==> config.mk <==
export PLATFORM = sky130hd
export DESIGN_NAME = alu_sequencer
export DESIGN_NICKNAME = d
export VERILOG_FILES = /design/src/rtl/alu_pkg.sv /design/src/rtl/alu_seq_fifo.sv /design/src/rtl/alu_sequencer.sv
export SDC_FILE = /design/constraint.sdc
export NUM_CORES = 1
export LEC_CHECK = 0
export CORE_ASPECT_RATIO = 0.7
export CORE_MARGIN = 2
export CORE_UTILIZATION = 57
export CTS_CLUSTER_DIAMETER = 80
export CTS_CLUSTER_SIZE = 20
export DETAILED_ROUTE_END_ITERATION = 12
export PLACE_DENSITY = 0.86
export SLEW_MARGIN = 5
export SYNTH_ARGS = -nofsm -noshare
export SYNTH_HDL_FRONTEND = slang
export SYNTH_SLANG_ARGS = --single-unit
==> constraint.sdc <==
create_clock -name clk -period 3.7 [get_ports clk]
set_input_delay 0.555 -clock clk [delete_from_list [all_inputs] [get_ports clk]]
set_output_delay 0.555 -clock clk [all_outputs]
set_load 0.02 [all_outputs]
==> src/rtl/alu_pkg.sv <==
// alu_pkg: shared opcode constants, idle opcode, instruction record and
// sequencer FSM state type for the ALU sequencer slice.
package alu_pkg;

  localparam logic [3:0] OP_ADD  = 4'b0000;
  localparam logic [3:0] OP_SUB  = 4'b0001;
  localparam logic [3:0] OP_AND  = 4'b0010;
  localparam logic [3:0] OP_OR   = 4'b0011;
  localparam logic [3:0] OP_ADDA = 4'b0100;  // accumulate: ALU_Out + A
  localparam logic [3:0] OP_XOR  = 4'b0101;

  // Opcode the ALU sees whenever nothing is issuing; the ALU holds on it.
  localparam logic [3:0] ALU_IDLE_OP = 4'b1111;

  localparam int INSTR_W = 20;

  typedef enum logic [1:0] {
    S_IDLE,
    S_ISSUE,
    S_WAIT,
    S_DONE
  } seq_state_e;

  typedef struct packed {
    logic [3:0] op;
    logic [7:0] a;
    logic [7:0] b;
  } instr_t;

endpackage

==> src/rtl/alu_seq_fifo.sv <==
// alu_seq_fifo: instruction queue for the ALU sequencer.
//   clk, reset      : clock, async active-high reset (pointers/count only)
//   push, wdata     : write one entry (caller guarantees !full)
//   pop, rdata      : rdata is the head entry, removed on pop (caller
//                     guarantees !empty)
//   full, empty     : occupancy flags decoded from the entry count
// DEPTH must be a power of two so the pointers wrap by natural overflow.
module alu_seq_fifo #(
  parameter int DEPTH = 4,
  parameter int WIDTH = 20
) (
  input  logic             clk,
  input  logic             reset,
  input  logic             push,
  input  logic             pop,
  input  logic [WIDTH-1:0] wdata,
  output logic [WIDTH-1:0] rdata,
  output logic             full,
  output logic             empty
);

  localparam int AW = (DEPTH > 1) ? $clog2(DEPTH) : 1;

  logic [WIDTH-1:0] mem [DEPTH];
  logic [AW-1:0]    wr_ptr, rd_ptr;
  logic [AW:0]      count;

  // Storage carries no reset; validity is tracked by the count alone.
  always_ff @(posedge clk) begin
    if (push) mem[wr_ptr] <= wdata;
  end

  always_ff @(posedge clk or posedge reset) begin
    if (reset) begin
      wr_ptr <= '0;
      rd_ptr <= '0;
      count  <= '0;
    end else begin
      if (push) wr_ptr <= wr_ptr + 1'b1;
      if (pop)  rd_ptr <= rd_ptr + 1'b1;
      case ({push, pop})
        2'b10:   count <= count + 1'b1;
        2'b01:   count <= count - 1'b1;
        default: count <= count;
      endcase
    end
  end

  assign rdata = mem[rd_ptr];
  assign full  = (count == (AW+1)'(DEPTH));
  assign empty = (count == '0);

endmodule

==> src/rtl/alu_sequencer.sv <==
// alu_sequencer: queues instructions and issues them one at a time to a
// registered ALU, captures each result and hands it to a consumer.
//   clk, reset                 : clock, async active-high reset
//   in_valid/in_ready          : instruction handshake (in_ready = !full)
//   in_opcode, in_A, in_B      : instruction fields
//   opcode, A, B               : drive the ALU; opcode = IDLE_OP unless issuing
//   ALU_Out                    : ALU registered result
//   res_valid/res_ready        : result handshake, res_data holds the result
//   busy                       : FSM not idle or queue non-empty
//   op_count                   : completed-instruction counter
// Build option: define ALU_SEQ_STATS_EN to build the op_count register;
// without it op_count is tied to zero.
module alu_sequencer
  import alu_pkg::*;
#(
  parameter int         FIFO_DEPTH = 4,
  parameter logic [3:0] IDLE_OP    = ALU_IDLE_OP
) (
  input  logic        clk,
  input  logic        reset,
  input  logic        in_valid,
  output logic        in_ready,
  input  logic [3:0]  in_opcode,
  input  logic [7:0]  in_A,
  input  logic [7:0]  in_B,
  output logic [3:0]  opcode,
  output logic [7:0]  A,
  output logic [7:0]  B,
  input  logic [7:0]  ALU_Out,
  output logic        res_valid,
  input  logic        res_ready,
  output logic [7:0]  res_data,
  output logic        busy,
  output logic [15:0] op_count
);

  seq_state_e state, nxt;
  instr_t     wr_ins, head;
  logic       push, pop, full, empty;

  assign wr_ins = '{op: in_opcode, a: in_A, b: in_B};
  assign push   = in_valid && in_ready;

  alu_seq_fifo #(
    .DEPTH (FIFO_DEPTH),
    .WIDTH (INSTR_W)
  ) u_fifo (
    .clk   (clk),
    .reset (reset),
    .push  (push),
    .pop   (pop),
    .wdata (wr_ins),
    .rdata (head),
    .full  (full),
    .empty (empty)
  );

  always_ff @(posedge clk or posedge reset) begin
    if (reset) state <= S_IDLE;
    else       state <= nxt;
  end

  // Pops happen only on the edge that enters ISSUE, so the head entry lands
  // in opcode/A/B together with the state change.
  always_comb begin
    nxt = state;
    pop = 1'b0;
    case (state)
      S_IDLE: begin
        if (!empty) begin
          nxt = S_ISSUE;
          pop = 1'b1;
        end
      end
      S_ISSUE: nxt = S_WAIT;
      S_WAIT:  nxt = S_DONE;
      S_DONE: begin
        if (res_ready) begin
          if (!empty) begin
            nxt = S_ISSUE;
            pop = 1'b1;
          end else begin
            nxt = S_IDLE;
          end
        end
      end
      default: nxt = S_IDLE;
    endcase
  end

  // Opcode is live for the single ISSUE cycle only, so accumulate ops run
  // exactly once; A/B are left alone afterwards.
  always_ff @(posedge clk or posedge reset) begin
    if (reset) begin
      opcode   <= IDLE_OP;
      A        <= '0;
      B        <= '0;
      res_data <= '0;
    end else begin
      if (pop) begin
        opcode <= head.op;
        A      <= head.a;
        B      <= head.b;
      end else if (state == S_ISSUE) begin
        opcode <= IDLE_OP;
      end
      if (state == S_WAIT) res_data <= ALU_Out;
    end
  end

  assign res_valid = (state == S_DONE);
  assign in_ready  = !full;
  assign busy      = (state != S_IDLE) || !empty;

`ifdef ALU_SEQ_STATS_EN
  logic [15:0] op_cnt_q;

  always_ff @(posedge clk or posedge reset) begin
    if (reset)                       op_cnt_q <= '0;
    else if (res_valid && res_ready) op_cnt_q <= op_cnt_q + 16'd1;
  end

  assign op_count = op_cnt_q;
`else
  assign op_count = 16'h0000;
`endif

endmodule
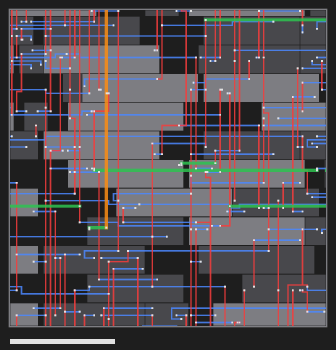
Fig. 1. A small window of the routed layout (run 1).
Scale bar: 10 um. Region (41, 25) to (71, 55) um. Cells in gray, sequential cells in the stronger gray; small squares are vias.
orange -> M4
red -> M2
blue -> M1
green -> M3
sequential cells in the window = 11
netlist names of flops here include = `u_fifo.mem` (10), `u_fifo.rd_ptr` (1)
cells with their middle in the window = 32
most frequent = edfxtp_1 (10), clkbuf_16 (5), mux4_1 (4)

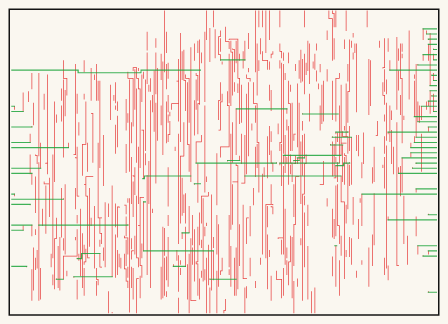
Fig. 2. Routed metal, one color a layer (run 1).
Two of the layers only.
red -> M2  # wire length 4410 um
green -> M3  # wire length 520 um
Routed WL: 8840 um
Via Count: 2390
total track usage: 21.1%
Avg WL per Cell: 20.5 um

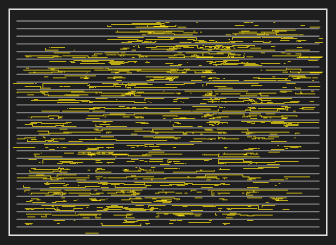
Fig. 3. Signal wires on met1 (run 1).
Supply wires on this layer in gray.
longest straight run = 27.1 um
nets with wire on the layer = 306
grt met1 use: 26.9%

==> results.tsv, run 1 <==
stage	metric	value	unit
status	status	finished clean	
yosys	Synth Instances	241	
yosys	area share of the largest cell type after synthesis	50.9	%
critical_path	WP depth	3	
yosys	Yosys cell types	32	
yosys	main flop type	edfxtp_1	
clock_network	cts bufs inserted	17	
critical_path	Crit. Startpoint	u_fifo.count[0]$_DFFE_PP0P_	
critical_path	slowest cell on the critical path	clkdlybuf4s50_1	
route	TritonRoute pass-1 iters	4	
clock_network	CTS Buffer Depth	2	
yosys	cell area after synthesis	4720	um2
global_routing	grt total ovfl	0	
placement	number of port buffers	62	
final_layout	fin cells	431	
floorplan	die width	113	um
final_layout	largest reg by FF count	u_fifo.mem	
clock_network	Clock Tree Root	clkbuf_16	
yosys	xor+xnor area frac	1.11	%
timing	Worst slew margin	29.6	%
global_routing	vias in the first global route	2534	
run	OpenROAD warnings	33	
global_routing	global-route wire length before repair	13700	um
final_layout	inverter count	9	
yosys	count leader, synth	edfxtp_1	
pwr	sw power	1650	uW
pwr	Seq pwr share	38.3	%
pwr	P_clk	1580	uW
pwr	pwr/cell area	907	nW/um2
clock_network	CTS sink cnt	117	
final_layout	buffering overhead	10.9	%
global_routing	pin count of the biggest net entering global routing	38	
clock_network	post-CTS sizing	0	
pwr	comb pwr	1760	uW
yosys	Post-synth EDFFs	80	
final_layout	flop count	117	
yosys	Synth Seq Share	70.7	%
timing	final hold viol count	0	
final_layout	clk_buf instances	22	
final_layout	most frequent logic cells in the routed design	80 x edfxtp_1, 62 x clkdlybuf4s50_1, 33 x dfrtp_1	
final_layout	combinational gate area	1250	um2
route	initial drt markers	129	
floorplan	Tapcells	101	
route	Routed met1 length	3840	um
floorplan	row cnt	27	
critical_path	depth of the most critical reg-to-reg path	9	
floorplan	IO Pins	79	
min_path	Worst Hold Path Cells	1	
global_routing	GRT met3 Usage	6.57	%
critical_path	CP Capture Point	busy	
timing	Least-Margin Pin Slew	1060	ps
critical_path	critical path arrival	2010	ps
clock_network	CTS tree	done	
final_layout	Comb area share	20.9	%
yosys	Cell area leaders	edfxtp_1 51%, dfrtp_1 18%, mux2_2 6.2%, mux4_1 6.1%, mux4_2 4.3%	
final_layout	most frequent logic cell in the layout	edfxtp_1	
global_routing	M2 GR Usage	34.8	%
pwr	combinational power share	32.4	%
critical_path	FF-to-FF setup slack	1290	ps
final_layout	max reg flops	80	
timing	cycle use final	69.3	%
yosys	fa+ha+maj area frac	3.08	%
timing	Max Clock Freq	390	MHz
pwr	Tot Pwr	5420	uW
route	met2 WL post-DR	4410	um
placement	Placement Cell Area	5390	um2
yosys	ys flops	117	
final_layout	ANT cells	0	
floorplan	Init Core Util	59.4	%
final_layout	combinational gates	107	
critical_path	CP Capture Type	output pin	
final_layout	flop share of the area	55.8	%
final_layout	dominant kind of cell	registers	
route	uppermost layer routed	met4	
run	max-cap viol count	0	
min_path	HP Class	register to register	
global_routing	initial antenna violation count	0	
final_layout	area grow syn2layout	26.6	%
yosys	yosys cell count	241	
pwr	switching power share of the total	30.4	%
critical_path	crit start category	register	
timing	Setup TNS Final	0	ps
yosys	Main logic family	multiplexers	
route	met3 routed WL	520	um
final_layout	Non-CTS buffers	66	
yosys	Synth area leader	edfxtp_1	
yosys	Multiplexer share	16.8	%
critical_path	r2r endpoint	u_fifo.count[2]$_DFFE_PP0P_	
critical_path	critical path class	register to output pin	
yosys	async set or reset register ratio after synthesis	31.6	%
route	DRC	0	
placement	DP Cell Count	400	
yosys	yosys stat area	4720	um2
timing	Clock Skews	8.05	ps
pwr	worst vdd ir	0.000575	V
yosys	simple-gate share of the synthesized area	2.57	%
final_layout	Layout Nets	361	
final_layout	# fillers	449	
clock_network	Hold Buf Count CTS	0	
yosys	top cell types by occurrence after synthesis	80 x edfxtp_1, 33 x dfrtp_1, 26 x mux2_2	
critical_path	buffer and inverter count on the worst path	1	
pwr	Cell Int Power	3770	uW
timing	RSZ-0062 raised after global routing	false	
critical_path	Max FO, Critical Path	9	
pwr	Top Consumer	registers	
final_layout	Storage cell area	3330	um2
min_path	hold_sp	res_data[4]$_DFFE_PP0N_	
yosys	AO/OA Area Share	1.49	%
clock_network	clock-pin slew on the worst setup and hold paths	50	ps
floorplan	Core ar.	7940	um2
critical_path	CP peak stage delay	560	ps
timing	Max Slew Vio Count	0	
critical_path	worst r2r src	u_fifo.count[0]$_DFFE_PP0P_	
clock_network	htree depth	4	
final_layout	Final Core Density	75.2	%
clock_network	clk_lat worst skew	400	ps
timing	fin crit period	2560	ps
critical_path	worst path cell trace	nor3_2 > nand2_1 > clkdlybuf4s50_1	
route	vias per cell	5.55	
min_path	Min-Delay Endpoint	res_data[4]$_DFFE_PP0N_	
timing	final number of setup-violating endpoints	0	
placement	routability congestion estimate	0.712	
final_layout	layout cells sized above 1	22.4	%
critical_path	Top Family by Delay on Critical Path	simple AND/OR/NAND/NOR gates	
pwr	clock network power share	29.2	%
global_routing	GR peak layer	met2	
placement	hpwl dp	5070	um
floorplan	die y size	80.1	um
yosys	yosys warning tally	0	
pwr	sequential power	2080	uW
final_layout	post-route design area	5970	um2
Fig. 4: run 1, clock routing
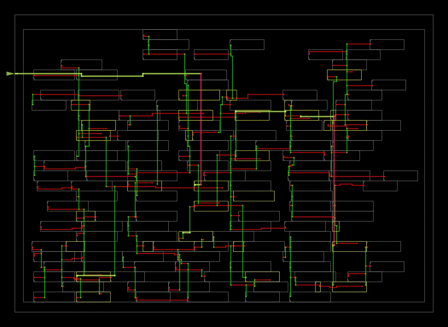

==> run 1 -> run 2 <==
--- a/config.mk
+++ b/config.mk
@@ -7,11 +7,11 @@
 export LEC_CHECK = 0
 export CORE_ASPECT_RATIO = 0.7
 export CORE_MARGIN = 2
-export CORE_UTILIZATION = 57
+export CORE_UTILIZATION = 48
 export CTS_CLUSTER_DIAMETER = 80
 export CTS_CLUSTER_SIZE = 20
 export DETAILED_ROUTE_END_ITERATION = 12
-export PLACE_DENSITY = 0.86
+export PLACE_DENSITY = 0.77
 export SLEW_MARGIN = 5
 export SYNTH_ARGS = -nofsm -noshare
 export SYNTH_HDL_FRONTEND = slang
==> constraint.sdc (replaced) <==
create_clock -name clk -period 2.2 [get_ports clk]
set_input_delay 0.33 -clock clk [delete_from_list [all_inputs] [get_ports clk]]
set_output_delay 0.33 -clock clk [all_outputs]
set_load 0.02 [all_outputs]
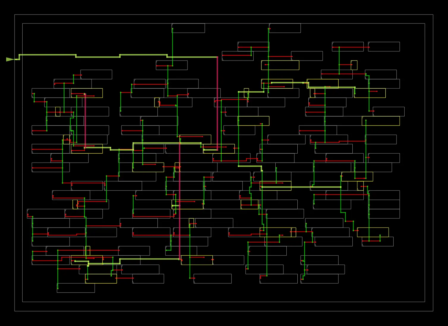
Fig. 5. Clock routing (run 2).
clk_buf instances: 26
flop count: 117
P_clk: 2550 uW
CTS sink cnt: 117
clk_lat worst skew: 400 ps

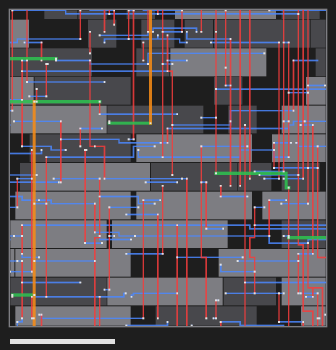
Fig. 6. A small window of the routed layout (run 2).
Scale bar: 10 um. Region (46, 28) to (76, 58) um. Cells in gray, sequential cells in the stronger gray; small squares are vias.
blue -> M1
green -> M3
orange -> M4
red -> M2
sequential cells in the window = 13
cells with their middle in the window = 31
most frequent = edfxtp_1 (12), clkbuf_16 (4), mux4_1 (3)
netlist names of flops here include = `u_fifo.mem` (12), `u_fifo.rd_ptr` (1)

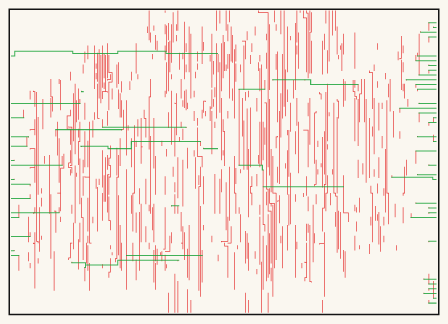
Fig. 7. Routed metal, one color a layer (run 2).
Two of the layers only.
green -> M3  # wire length 487 um
red -> M2  # wire length 4090 um
Avg WL per Cell: 17.5 um
Via Count: 2413
Routed WL: 8290 um
total track usage: 17.0%

==> results.tsv, run 2 <==
stage	metric	value	unit	change
route	met2 WL post-DR	4090	um	-7.2%
clock_network	Hold Buf Count CTS	0		unchanged
final_layout	layout cells sized above 1	27.0	%	+4.5 points
yosys	Yosys cell types	32		unchanged
clock_network	htree depth	4		unchanged
placement	Placement Cell Area	5560	um2	+3.2%
critical_path	buffer and inverter count on the worst path	2		+1
clock_network	post-CTS sizing	2		+2
pwr	switching power share of the total	29.5	%	-0.89 points
yosys	Synth Seq Share	70.7	%	unchanged
route	vias per cell	5.10		-8.0%
critical_path	critical path class	register to register		
critical_path	crit start category	register		
timing	Final WS setup	140	ps	
final_layout	combinational gates	107		unchanged
timing	Max Clock Freq	485	MHz	
critical_path	worst r2r src	u_fifo.count[1]$_DFFE_PP0P_		
timing	Max Slew Vio Count	0		unchanged
clock_network	clock-pin slew on the worst setup and hold paths	50	ps	about the same
final_layout	Comb area share	21.3	%	+0.32 points
final_layout	dominant kind of cell	registers		
final_layout	most frequent logic cells in the routed design	80 x edfxtp_1, 60 x clkdlybuf4s50_1, 31 x dfrtp_1		
route	met3 routed WL	486	um	-6.5%
floorplan	Init Core Util	49.1	%	-10 points
placement	dpl ws	-30.1	ps	
final_layout	flop share of the area	54.3	%	-1.5 points
global_routing	grt total ovfl	0		unchanged
route	DRC	0		unchanged
timing	cycle use final	93.7	%	
placement	number of port buffers	62		unchanged
timing	final number of setup-violating endpoints	0		unchanged
pwr	Top Consumer	registers		
clock_network	CTS Buffer Depth	2		unchanged
placement	DP Cell Count	439		+9.8%
floorplan	IO Pins	79		unchanged
yosys	area share of the largest cell type after synthesis	50.9	%	unchanged
final_layout	combinational gate area	1310	um2	+4.4%
floorplan	Tapcells	128		+27%
yosys	xor+xnor area frac	1.11	%	unchanged
yosys	async set or reset register ratio after synthesis	31.6	%	unchanged
timing	Least-Margin Pin Slew	679	ps	-377 ps
global_routing	M2 GR Usage	27.8	%	-7.0 points
floorplan	Core ar.	9610	um2	+21%
final_layout	most frequent logic cell in the layout	edfxtp_1		
route	Routed met1 length	3640	um	-5.2%
final_layout	Non-CTS buffers	80		+21%
critical_path	r2r endpoint	u_fifo.count[2]$_DFFE_PP0P_		
status	status	finished clean		
final_layout	largest reg by FF count	u_fifo.mem		
final_layout	ANT cells	0		unchanged
global_routing	vias in the first global route	2496		-1.5%
yosys	AO/OA Area Share	1.49	%	unchanged
critical_path	CP Capture Point	u_fifo.count[2]$_DFFE_PP0P_		
clock_network	cts bufs inserted	17		unchanged
yosys	Synth Instances	241		unchanged
critical_path	Crit. Startpoint	u_fifo.count[1]$_DFFE_PP0P_		
final_layout	Layout Nets	375		+3.9%
floorplan	die y size	86.9	um	+8.5%
yosys	top cell types by occurrence after synthesis	80 x edfxtp_1, 33 x dfrtp_1, 26 x mux2_2		
floorplan	row cnt	30		+11%
pwr	combinational power share	35.2	%	+2.8 points
yosys	main flop type	edfxtp_1		
global_routing	pin count of the biggest net entering global routing	22		-42%
final_layout	# fillers	675		+50%
final_layout	max reg flops	80		unchanged
yosys	fa+ha+maj area frac	3.08	%	unchanged
pwr	worst vdd ir	0.000736	V	+28%
min_path	HP Class	primary input to asynchronous set/reset pin		
yosys	yosys warning tally	0		unchanged
run	max-cap viol count	0		unchanged
critical_path	depth of the most critical reg-to-reg path	9		unchanged
critical_path	WP depth	9		+6
yosys	yosys stat area	4720	um2	unchanged
critical_path	critical path arrival	2390	ps	+380 ps
pwr	pwr/cell area	1500	nW/um2	+65%
critical_path	Top Family by Delay on Critical Path	simple AND/OR/NAND/NOR gates		
clock_network	Clock Tree Root	clkbuf_16		
yosys	cell area after synthesis	4720	um2	unchanged
critical_path	Max FO, Critical Path	4		-5
route	initial drt markers	112		-13%
pwr	Seq pwr share	37.0	%	-1.3 points
final_layout	buffering overhead	12.3	%	+1.4 points
critical_path	FF-to-FF setup slack	140	ps	-1150 ps
yosys	simple-gate share of the synthesized area	2.57	%	unchanged
yosys	yosys cell count	241		unchanged
critical_path	slowest cell on the critical path	dfrtp_2		
timing	Setup TNS Final	0	ps	unchanged
final_layout	Final Core Density	63.9	%	-11 points
global_routing	global-route wire length before repair	12800	um	-6.6%
timing	Worst slew margin	54.5	%	+25 points
timing	RSZ-0062 raised after global routing	false		
global_routing	grt met1 use	20.3	%	-6.5 points
pwr	sequential power	3400	uW	+63%
timing	fin crit period	2060	ps	
yosys	syn_area_per_cell	19.6	um2	
run	OpenROAD warnings	34		+3.0%
floorplan	die width	122	um	+8.7%
final_layout	inverter count	9		unchanged
route	TritonRoute pass-1 iters	4		unchanged
yosys	Post-synth EDFFs	80		unchanged
yosys	Synth area leader	edfxtp_1		
final_layout	fin cells	473		+9.7%
clock_network	CTS tree	done		
critical_path	CP Capture Type	register		
pwr	Tot Pwr	9190	uW	+70%
yosys	count leader, synth	edfxtp_1		
placement	routability congestion estimate	0.690		-3.1%
final_layout	area grow syn2layout	30.2	%	
timing	final hold viol count	0		unchanged
yosys	Cell area leaders	edfxtp_1 51%, dfrtp_1 18%, mux2_2 6.2%, mux4_1 6.1%, mux4_2 4.3%		
global_routing	initial antenna violation count	0		unchanged
pwr	clock network power share	27.7	%	-1.5 points
pwr	sw power	2710	uW	+65%
critical_path	worst path cell trace	or3b_4 > and2_4 > inv_1 > ha_4 > inv_1 > fa_2 > xor2_1 > nor2_1 > xor2_1		
pwr	Cell Int Power	6480	uW	+72%
critical_path	CP peak stage delay	430	ps	-130 ps
final_layout	post-route design area	6140	um2	+2.8%
global_routing	GRT met3 Usage	7.33	%	+0.76 points
yosys	Main logic family	multiplexers		
route	uppermost layer routed	met4		
yosys	ys flops	117		unchanged
final_layout	Storage cell area	3340	um2	about the same
pwr	comb pwr	3240	uW	+84%
Fig. 8: run 2, signal wires on met1
Supply wires on this layer in gray.
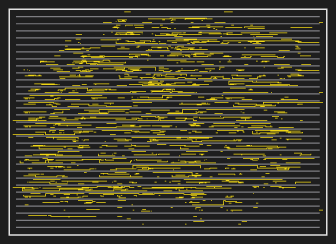

==> run 2 -> run 3 <==
--- a/config.mk
+++ b/config.mk
@@ -5,7 +5,7 @@
 export SDC_FILE = /design/constraint.sdc
 export NUM_CORES = 1
 export LEC_CHECK = 0
-export CORE_ASPECT_RATIO = 0.7
+export CORE_ASPECT_RATIO = 0.6
 export CORE_MARGIN = 2
 export CORE_UTILIZATION = 48
 export CTS_CLUSTER_DIAMETER = 80
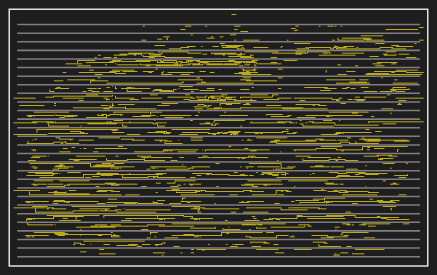
Fig. 9. Signal wires on met1 (run 3).
Supply wires on this layer in gray.
nets with wire on the layer = 322
wire length on this layer = 3880 um
longest straight run = 35.9 um
grt met1 use: 23.1%
Routed WL: 8540 um

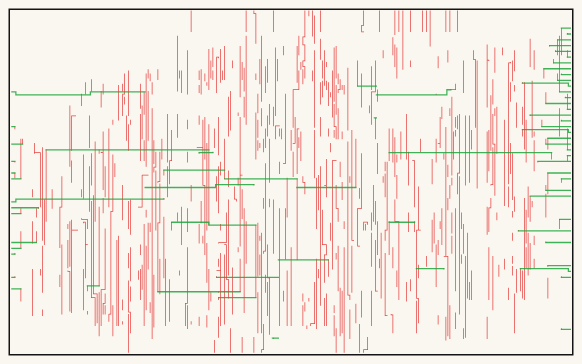
Fig. 10. Routed metal, one color a layer (run 3).
Two of the layers only.
red -> M2  # wire length 4090 um
green -> M3  # wire length 527 um
Avg WL per Cell: 18.1 um
total track usage: 18.1%
Via Count: 2401

==> results.tsv, run 3 <==
stage	metric	value	unit	change
status	status	finished clean		
final_layout	max reg flops	80		unchanged
yosys	xor+xnor area frac	1.11	%	unchanged
yosys	syn_area_per_cell	19.6	um2	unchanged
final_layout	post-route design area	6140	um2	about the same
route	vias per cell	5.08		-0.50%
floorplan	die y size	80.8	um	-7.1%
clock_network	htree depth	4		unchanged
timing	Max Clock Freq	479	MHz	-1.3%
pwr	sequential power	3440	uW	+1%
run	OpenROAD warnings	33		-2.9%
yosys	main flop type	edfxtp_1		
yosys	area share of the largest cell type after synthesis	50.9	%	unchanged
final_layout	fin cells	473		unchanged
clock_network	Hold Buf Count CTS	0		unchanged
pwr	Tot Pwr	9250	uW	+0.67%
final_layout	inverter count	9		unchanged
pwr	combinational power share	34.7	%	-0.5 points
final_layout	combinational gates	107		unchanged
floorplan	Core ar.	9360	um2	-2.6%
critical_path	crit start category	register		
route	Routed met1 length	3880	um	+6.4%
clock_network	CTS sink cnt	117		unchanged
yosys	simple-gate share of the synthesized area	2.57	%	unchanged
route	DRC	0		unchanged
critical_path	worst path cell trace	or3b_4 > and2_1 > inv_1 > ha_4 > inv_1 > fa_2 > xor2_1 > nor2_1 > xor2_1		
placement	dpl ws	-42.1	ps	-12.0 ps
timing	RSZ-0062 raised after global routing	false		
critical_path	Crit. Startpoint	u_fifo.count[0]$_DFFE_PP0P_		
critical_path	slowest cell on the critical path	or3b_4		
floorplan	Init Core Util	50.4	%	+1.3 points
global_routing	M2 GR Usage	28.7	%	+0.92 points
min_path	HP Class	primary input to asynchronous set/reset pin		
timing	cycle use final	94.9	%	+1.3 points
final_layout	buffering overhead	12.0	%	-0.29 points
yosys	top cell types by occurrence after synthesis	80 x edfxtp_1, 33 x dfrtp_1, 26 x mux2_2		
final_layout	# fillers	660		-2.2%
clock_network	CTS Buffer Depth	2		unchanged
final_layout	most frequent logic cell in the layout	edfxtp_1		
placement	DP Cell Count	440		+0.23%
yosys	yosys warning tally	0		unchanged
pwr	P_clk	2600	uW	+2%
floorplan	row cnt	27		-10%
final_layout	flop share of the area	54.3	%	about the same
final_layout	Storage cell area	3340	um2	unchanged
route	initial drt markers	155		+38%
route	met3 routed WL	527	um	+8.4%
final_layout	largest reg by FF count	u_fifo.mem		
yosys	fa+ha+maj area frac	3.08	%	unchanged
clock_network	clk_lat worst skew	400	ps	about the same
timing	Final WS setup	112	ps	-27.8 ps
global_routing	vias in the first global route	2631		+5.4%
critical_path	buffer and inverter count on the worst path	2		unchanged
global_routing	GRT met3 Usage	7.30	%	-0.026 points
clock_network	Clock Tree Root	clkbuf_16		
pwr	Seq pwr share	37.2	%	+0.2 points
final_layout	flop count	117		unchanged
floorplan	die width	132	um	+7.7%
yosys	yosys cell count	241		unchanged
pwr	clock network power share	28.1	%	+0.4 points
clock_network	post-CTS sizing	2		unchanged
run	max-cap viol count	0		unchanged
route	met2 WL post-DR	4090	um	unchanged
timing	Least-Margin Pin Slew	667	ps	-12.2 ps
yosys	Yosys cell types	32		unchanged
final_layout	Final Core Density	65.6	%	+1.7 points
route	uppermost layer routed	met4		
pwr	sw power	2770	uW	+2.1%
critical_path	worst r2r src	u_fifo.count[0]$_DFFE_PP0P_		
placement	routability congestion estimate	0.716		+3.9%
pwr	worst vdd ir	0.000747	V	+1.4%
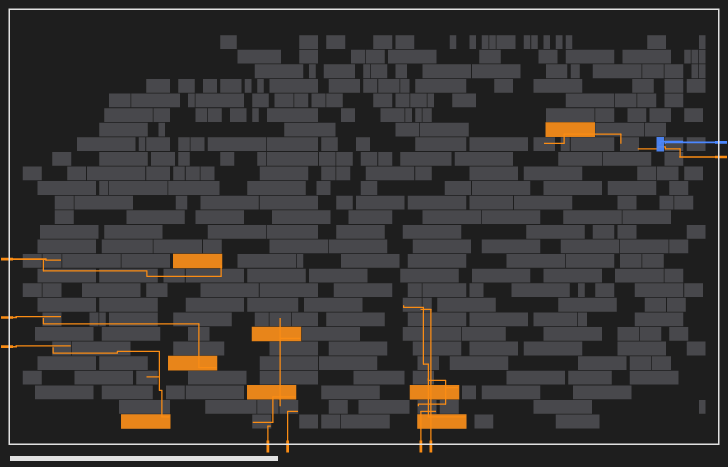
Fig. 11. Nets reached from selected ports (run 3).
Scale bar: 50 um.
orange -> `A`  # bits 8, direction output, end cells 8, buffers 8, wire 307 um
blue -> `reset`  # bits 1, direction input, end cells 1, buffers 1, wire 14.2 um
number of port buffers: 62
IO Pins: 79

Power figures rest on the tool's default switching activity, not on a simulated workload.
